==> src/rtl/image_bank_arbiter_pkg.sv <==
// -----------------------------------------------------------------------------
// bank_arb_pkg
// Shared definitions for image_bank_arbiter: requester identifiers, the
// requester-id type and the read-return tag carried down the pipeline.
// No ports (package). Optional feature macro used by the arbiter:
// BANK_ARB_BURST_EN (see image_bank_arbiter.sv).
// -----------------------------------------------------------------------------
package bank_arb_pkg;

    typedef logic [1:0] req_id_t;

    localparam req_id_t REQ_LOAD = 2'd0;
    localparam req_id_t REQ_HIST = 2'd1;
    localparam req_id_t REQ_OUT  = 2'd2;
    localparam int      NUM_REQ  = 3;

    // Read-return tag: which requester issued the read, and on which bank.
    typedef struct packed {
        logic    valid;
        req_id_t id;
        logic    bank;
    } tag_t;

    // Successor in the 3-entry ring 0 -> 1 -> 2 -> 0.
    function automatic req_id_t next_id(input req_id_t id);
        return (id == 2'd2) ? 2'd0 : id + 2'd1;
    endfunction

endpackage

==> src/rtl/image_bank_arbiter_rr_pick3.sv <==
// -----------------------------------------------------------------------------
// rr_pick3
// Three-way round-robin selector. Search starts just after the last granted
// requester and wraps; the first asserted candidate wins.
// Ports:
//   cand    in  3  candidate vector
//   last    in  2  previously granted requester (search starts at last+1)
//   gnt_oh  out 3  one-hot selection (all zero when no candidate)
//   gnt_id  out 2  selected requester id (meaningful only when gnt_oh != 0)
// -----------------------------------------------------------------------------
module rr_pick3
    import bank_arb_pkg::*;
(
    input  logic [NUM_REQ-1:0] cand,
    input  req_id_t            last,
    output logic [NUM_REQ-1:0] gnt_oh,
    output req_id_t            gnt_id
);

    always_comb begin
        req_id_t idx;
        idx    = last;
        gnt_oh = '0;
        gnt_id = last;
        for (int k = 0; k < NUM_REQ; k++) begin
            idx = next_id(idx);
            if ((gnt_oh == '0) && cand[idx]) begin
                gnt_oh[idx] = 1'b1;
                gnt_id      = idx;
            end
        end
    end

endmodule

==> src/rtl/image_bank_arbiter.sv <==
// -----------------------------------------------------------------------------
// image_bank_arbiter
// Shares two ping-pong single-port image SRAM banks between LOAD (write),
// HIST (read) and OUT (read). Each bank has its own round-robin arbiter, so
// requesters on different banks are served in the same cycle. Grants are
// combinational; SRAM controls are registered one cycle later; read data
// returns to the issuer two cycles after its grant.
//
// Optional feature: define BANK_ARB_BURST_EN to let a bank owner keep its
// grant for up to BURST_LEN consecutive cycles while it keeps requesting.
//
// Ports:
//   clock, reset            system clock, synchronous active-high reset
//   req[3], req_bank[3]     request and target bank per requester
//   req_addr[3*ADDR_W]      address per requester (i at [i*ADDR_W +: ADDR_W])
//   load_wdata              LOAD write data
//   gnt[3]                  combinational grant per requester
//   hist_/out_rvalid,rdata  read return per reading requester (rdata held)
//   mem_cs[2], mem_we[2]    registered bank chip select / write enable
//   mem_addr0/1, mem_wdata0/1  registered bank address / write data
//   mem_rdata0/1            bank read data, valid one cycle after mem_cs
// -----------------------------------------------------------------------------
module image_bank_arbiter
    import bank_arb_pkg::*;
#(
    parameter int ADDR_W    = 14,
    parameter int DATA_W    = 8,
    parameter int BURST_LEN = 16
) (
    input  logic                      clock,
    input  logic                      reset,
    input  logic [NUM_REQ-1:0]        req,
    input  logic [NUM_REQ-1:0]        req_bank,
    input  logic [NUM_REQ*ADDR_W-1:0] req_addr,
    input  logic [DATA_W-1:0]         load_wdata,
    output logic [NUM_REQ-1:0]        gnt,
    output logic                      hist_rvalid,
    output logic                      out_rvalid,
    output logic [DATA_W-1:0]         hist_rdata,
    output logic [DATA_W-1:0]         out_rdata,
    output logic [1:0]                mem_cs,
    output logic [1:0]                mem_we,
    output logic [ADDR_W-1:0]         mem_addr0,
    output logic [ADDR_W-1:0]         mem_addr1,
    output logic [DATA_W-1:0]         mem_wdata0,
    output logic [DATA_W-1:0]         mem_wdata1,
    input  logic [DATA_W-1:0]         mem_rdata0,
    input  logic [DATA_W-1:0]         mem_rdata1
);

    if (BURST_LEN < 1) begin : g_bad_burst_len
        $error("BURST_LEN must be at least 1");
    end

    logic [1:0][NUM_REQ-1:0] cand;
    logic [1:0][1:0]         last;
    logic [1:0][1:0]         pick_last;
    logic [1:0][NUM_REQ-1:0] pick_oh;
    logic [1:0][1:0]         pick_id;
    logic [1:0][NUM_REQ-1:0] bank_gnt;
    logic [1:0][1:0]         bank_id;
    logic [1:0]              bank_any;

    logic [1:0][ADDR_W-1:0]  addr_q;
    logic [1:0][DATA_W-1:0]  wdata_q;
    tag_t [1:0]              tag_p1;
    tag_t [1:0]              tag_p2;
    logic [DATA_W-1:0]       hist_hold;
    logic [DATA_W-1:0]       out_hold;

`ifdef BANK_ARB_BURST_EN
    localparam int CNT_W = $clog2(BURST_LEN) + 1;
    logic [1:0]              busy;
    logic [1:0][1:0]         owner;
    logic [1:0][CNT_W-1:0]   cnt;
    logic [1:0]              keep;
`endif

    // Candidates per bank, and the pointer the round-robin search starts from.
    always_comb begin
        cand      = '0;
        pick_last = last;
`ifdef BANK_ARB_BURST_EN
        keep = '0;
`endif
        for (int b = 0; b < 2; b++) begin
            for (int i = 0; i < NUM_REQ; i++) begin
                cand[b][i] = req[i] && (req_bank[i] == 1'(b));
            end
`ifdef BANK_ARB_BURST_EN
            // While a burst runs the pointer is frozen; a burst that ends this
            // cycle must rotate away from its owner, so search after it.
            keep[b] = busy[b] && cand[b][owner[b]] && (cnt[b] < CNT_W'(BURST_LEN));
            if (busy[b]) begin
                pick_last[b] = owner[b];
            end
`endif
        end
    end

    for (genvar b = 0; b < 2; b++) begin : g_pick
        rr_pick3 u_pick (
            .cand   (cand[b]),
            .last   (pick_last[b]),
            .gnt_oh (pick_oh[b]),
            .gnt_id (pick_id[b])
        );
    end

    // Final per-bank grant; reset forces all grants low combinationally.
    always_comb begin
        bank_gnt = pick_oh;
        bank_id  = pick_id;
        for (int b = 0; b < 2; b++) begin
`ifdef BANK_ARB_BURST_EN
            if (keep[b]) begin
                bank_gnt[b]           = '0;
                bank_gnt[b][owner[b]] = 1'b1;
                bank_id[b]            = owner[b];
            end
`endif
            if (reset) begin
                bank_gnt[b] = '0;
            end
        end
        bank_any[0] = |bank_gnt[0];
        bank_any[1] = |bank_gnt[1];
        gnt         = bank_gnt[0] | bank_gnt[1];
    end

    // ---- stage p0 -> p1: register SRAM controls and launch read tags ----
    always_ff @(posedge clock) begin
        if (reset) begin
            last      <= {2'd2, 2'd2};
            mem_cs    <= '0;
            mem_we    <= '0;
            addr_q    <= '0;
            wdata_q   <= '0;
            tag_p1    <= '0;
            tag_p2    <= '0;
            hist_hold <= '0;
            out_hold  <= '0;
`ifdef BANK_ARB_BURST_EN
            busy      <= '0;
            owner     <= '0;
            cnt       <= '0;
`endif
        end else begin
            for (int b = 0; b < 2; b++) begin
                mem_cs[b] <= bank_any[b];
                mem_we[b] <= bank_any[b] && (bank_id[b] == REQ_LOAD);
                if (bank_any[b]) begin
                    addr_q[b] <= req_addr[int'(bank_id[b])*ADDR_W +: ADDR_W];
                end
                if (bank_any[b] && (bank_id[b] == REQ_LOAD)) begin
                    wdata_q[b] <= load_wdata;
                end
                tag_p1[b] <= '{valid: bank_any[b] && (bank_id[b] != REQ_LOAD),
                               id:    bank_id[b],
                               bank:  1'(b)};
`ifdef BANK_ARB_BURST_EN
                if (keep[b]) begin
                    cnt[b] <= cnt[b] + CNT_W'(1);
                end else begin
                    if (busy[b]) begin
                        last[b] <= owner[b];
                    end
                    busy[b]  <= bank_any[b];
                    owner[b] <= bank_any[b] ? bank_id[b] : 2'd0;
                    cnt[b]   <= bank_any[b] ? CNT_W'(1) : '0;
                end
`else
                if (bank_any[b]) begin
                    last[b] <= bank_id[b];
                end
`endif
            end
            // ---- stage p1 -> p2: tag follows the SRAM access ----
            tag_p2    <= tag_p1;
            hist_hold <= hist_rdata;
            out_hold  <= out_rdata;
        end
    end

    assign mem_addr0  = addr_q[0];
    assign mem_addr1  = addr_q[1];
    assign mem_wdata0 = wdata_q[0];
    assign mem_wdata1 = wdata_q[1];

    // ---- stage p2: steer bank read data to the issuing requester ----
    always_comb begin
        logic [DATA_W-1:0] rd;
        rd          = '0;
        hist_rvalid = 1'b0;
        out_rvalid  = 1'b0;
        hist_rdata  = hist_hold;
        out_rdata   = out_hold;
        for (int b = 0; b < 2; b++) begin
            if (tag_p2[b].valid && !reset) begin
                rd = tag_p2[b].bank ? mem_rdata1 : mem_rdata0;
                if (tag_p2[b].id == REQ_HIST) begin
                    hist_rvalid = 1'b1;
                    hist_rdata  = rd;
                end else if (tag_p2[b].id == REQ_OUT) begin
                    out_rvalid = 1'b1;
                    out_rdata  = rd;
                end
            end
        end
    end

endmodule

==> config.mk <==
export PLATFORM = sky130hd
export DESIGN_NAME = image_bank_arbiter
export DESIGN_NICKNAME = d
export VERILOG_FILES = /design/src/rtl/image_bank_arbiter_pkg.sv /design/src/rtl/image_bank_arbiter_rr_pick3.sv /design/src/rtl/image_bank_arbiter.sv
export SDC_FILE = /design/constraint.sdc
export NUM_CORES = 1
export LEC_CHECK = 0
export ABC_CLOCK_PERIOD_IN_PS = 4550
export CAP_MARGIN = 10
export CORE_ASPECT_RATIO = 0.6
export CORE_MARGIN = 3
export CORE_UTILIZATION = 30
export CTS_CLUSTER_SIZE = 16
export DETAILED_ROUTE_END_ITERATION = 6
export PLACE_DENSITY = 0.65
export SLEW_MARGIN = 25
export SYNTH_ARGS = -nofsm -noshare
export SYNTH_HDL_FRONTEND = slang
export SYNTH_SLANG_ARGS = --single-unit
export TNS_END_PERCENT = 100
==> constraint.sdc <==
create_clock -name clock -period 4.55 [get_ports clock]
set_clock_uncertainty 0.15 [all_clocks]
set_input_delay 1.1375 -clock clock [delete_from_list [all_inputs] [get_ports clock]]
set_output_delay 1.1375 -clock clock [all_outputs]
set_load 0.01 [all_outputs]
==> results.cfg <==
; flow metrics
[layout]
clock_buffers = 9
flop_area_um2 = 1640
fillers = 1144
n_antenna_cell = 0

[die]
core_util_floorplan_pct = 31.0
die_h_um = 92.9
die_w_um = 151

[clock_network]
cts_hold_buf = 0
cts_tree = yes
cts_buffers = 9
path_clk_slew_ps = 60

[logic_synthesis]
simple_gate_share_pct = 17.3
avgSynthCellArea_um2 = 9.16
synthArstFlopShare_pct = 0
top_cell = dfxtp_1
ys_seq_share_pct = 43.5
syn_inst = 412
ys_warn_count = 0
logic_family = AND-OR/OR-AND gates

[critical_path]
crit_chain = clkdlybuf4s50_1, nand2b_1, buf_4, a2111oi_4, a21o_1, clkdlybuf4s50_1
cp_data_arrival_time_ps = 3000
r2r_start = last[3]$_SDFFE_PP1P_
worst_path_largest_cell_delay_ps = 540
worstSetupStartpointType = input port
timing.rr.end = mem_addr1[3]$_SDFFE_PP0P_

[sta]
setup_viol = 0
relSlewSlack_pct = 35.9
rsz0062_at_grt = no
period_used_pct = 94.1

[routing]
drt_iter0_markers = 232
ant_nets = 0
dr.pass1.iters = 5

[outcome]
outcome = completed

[min_path]
holdCritPathClass = flip-flop to flip-flop
hold_path_startpoint = tag_p1[6]$_SDFF_PP0_

[global_route]
grt_pass1_wl_mm = 20.3
overflow = 0
-- routing by layer --
layer	part of all wire, %	track usage (%)	vias up	wire length, um
met4	1.9	5.73	0	243
li1	-	-	1787	-
met3	6.8	6.01	24	889
met2	44	28.0	147	5740
met1	47	24.8	1780	6110
met5	0	0	-	0
-- power breakdown --
group	switching, mW	leakage, nW	internal [mW]
registers	0.0299	0.672	0.764
clock network	0.309	0.145	0.435
logic	0.183	1.36	0.197
-- cell usage in the layout, fill, tap and decap left out, types with 2 or more instances in the layout --
master / Yosys / layout
and4bb_2: 2 / 2
o221ai_1: 2 / 2
o21ai_0: 17 / 16
a22oi_1: 16 / 16
nor2b_1: 7 / 7
clkinvlp_4: 0 / 2
a21oi_1: 7 / 7
a22oi_2: 8 / 8
o221a_2: 6 / 6
dfxtp_1: 82 / 82
a31oi_1: 2 / 2
nand2_1: 13 / 13
mux2i_1: 35 / 35
inv_6: 0 / 3
nand3_1: 3 / 3
o21ai_2: 8 / 8
buf_4: 7 / 12
o21ai_1: 3 / 4
nand4_1: 2 / 2
inv_1: 7 / 7
o22ai_1: 24 / 24
o211ai_1: 9 / 9
a21o_1: 3 / 3
and2_1: 4 / 4
clkbuf_16: 0 / 9
nor2_1: 75 / 75
nor3_1: 22 / 22
dlymetal6s2s_1: 0 / 2
clkdlybuf4s50_1: 0 / 139
mux2_2: 2 / 2
nor2_2: 2 / 2
nand2b_1: 4 / 4
-- metrics by stage --
step | instance area, um^2 | setup slack, ps | util (%) | hold WS (ps)
after floorplan | 3770 | 915 | - | 264
after global placement | 5340 | 134 | 43.8 | 276
after detailed placement | 5340 | 83.5 | 43.8 | 278
after CTS | 5650 | 81.1 | 46.4 | 291
after global routing | 5650 | 145 | 46.4 | 300
final | 5650 | 267 | 46.4 | 287
Figure 1. Wires at chosen ports, followed through buffers.
(4 px per um)
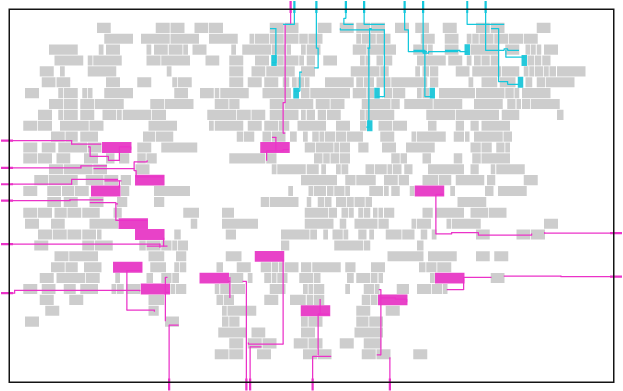
- `hist_rdata`: cyan (direction output; edge top; end cells 8; buffers 8; wire 225 um)
- `mem_addr1`: magenta (direction output; edge 6 left, 5 bottom, 2 right, 1 top; end cells 14; buffers 14; wire 564 um)
IO buf count: 142
total I/O pin count: 143

Figure 2. Routed clock nets over the placement.
(4 px per um)
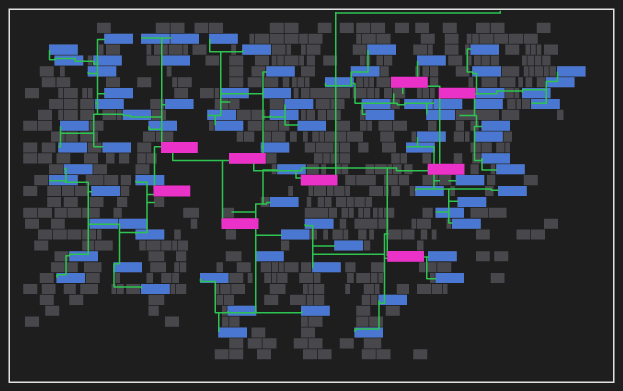
- clock wires: green (length 978 um)
- cells driving clock nets: magenta (count 9)
- flip-flops: blue (count 82)
- routed clock nets: 10
worst-skew pair later-pin latency: 330 ps
P_clk: 0.743 mW
Clk pwr share: 38.8%

Figure 3. Logic cells by family.
(3 px per um)
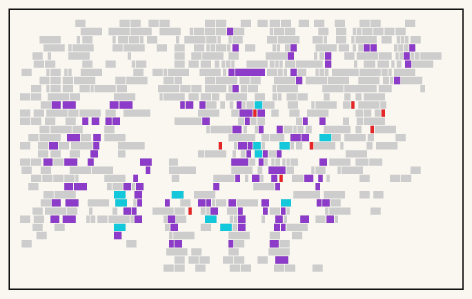
- inverters: red (cells 8; most used inv_1)
- AND-OR and OR-AND gates: cyan (cells 12; most used o221a_2)
- inverting AOI/OAI gates: purple (cells 107; most used o22ai_1)
Post-Layout Cell Count: 721
most numerous logic cell after layout: clkdlybuf4s50_1
multi-input gate share of total cell area: 34.6%

Figure 4. Wiring heat map.
(3 px per um) The die is cut into 30 by 19 equal tiles; white is low, dark blue is high, scaled to the fullest tile. Values are wire area over tile area, all layers added.
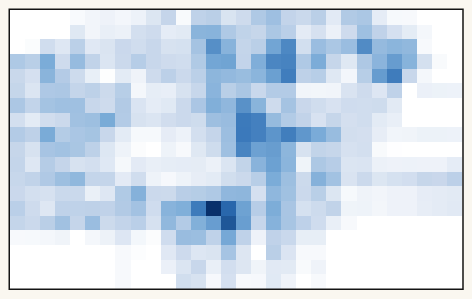
- tiles over half the peak: 5.8%
- nearly empty tiles: 20%
- fullest tile: 0.73
- emptiest ninth of the die: bottom right
- mean over tiles: 0.15
GRT Overall Usage: 18.4%
final wirelength: 13.0 mm
WL/cell: 18.0 um

Figure 5. Track usage over the die.
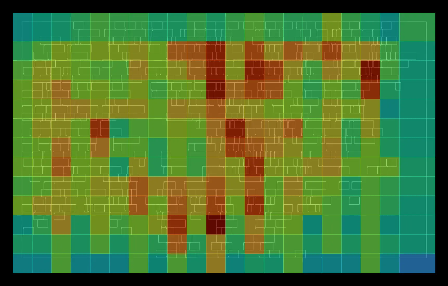
global route hottest layer: met2
met2 Track Usage GR: 28.0%
fin util: 46.4%

Power and IR drop assume default switching activity.
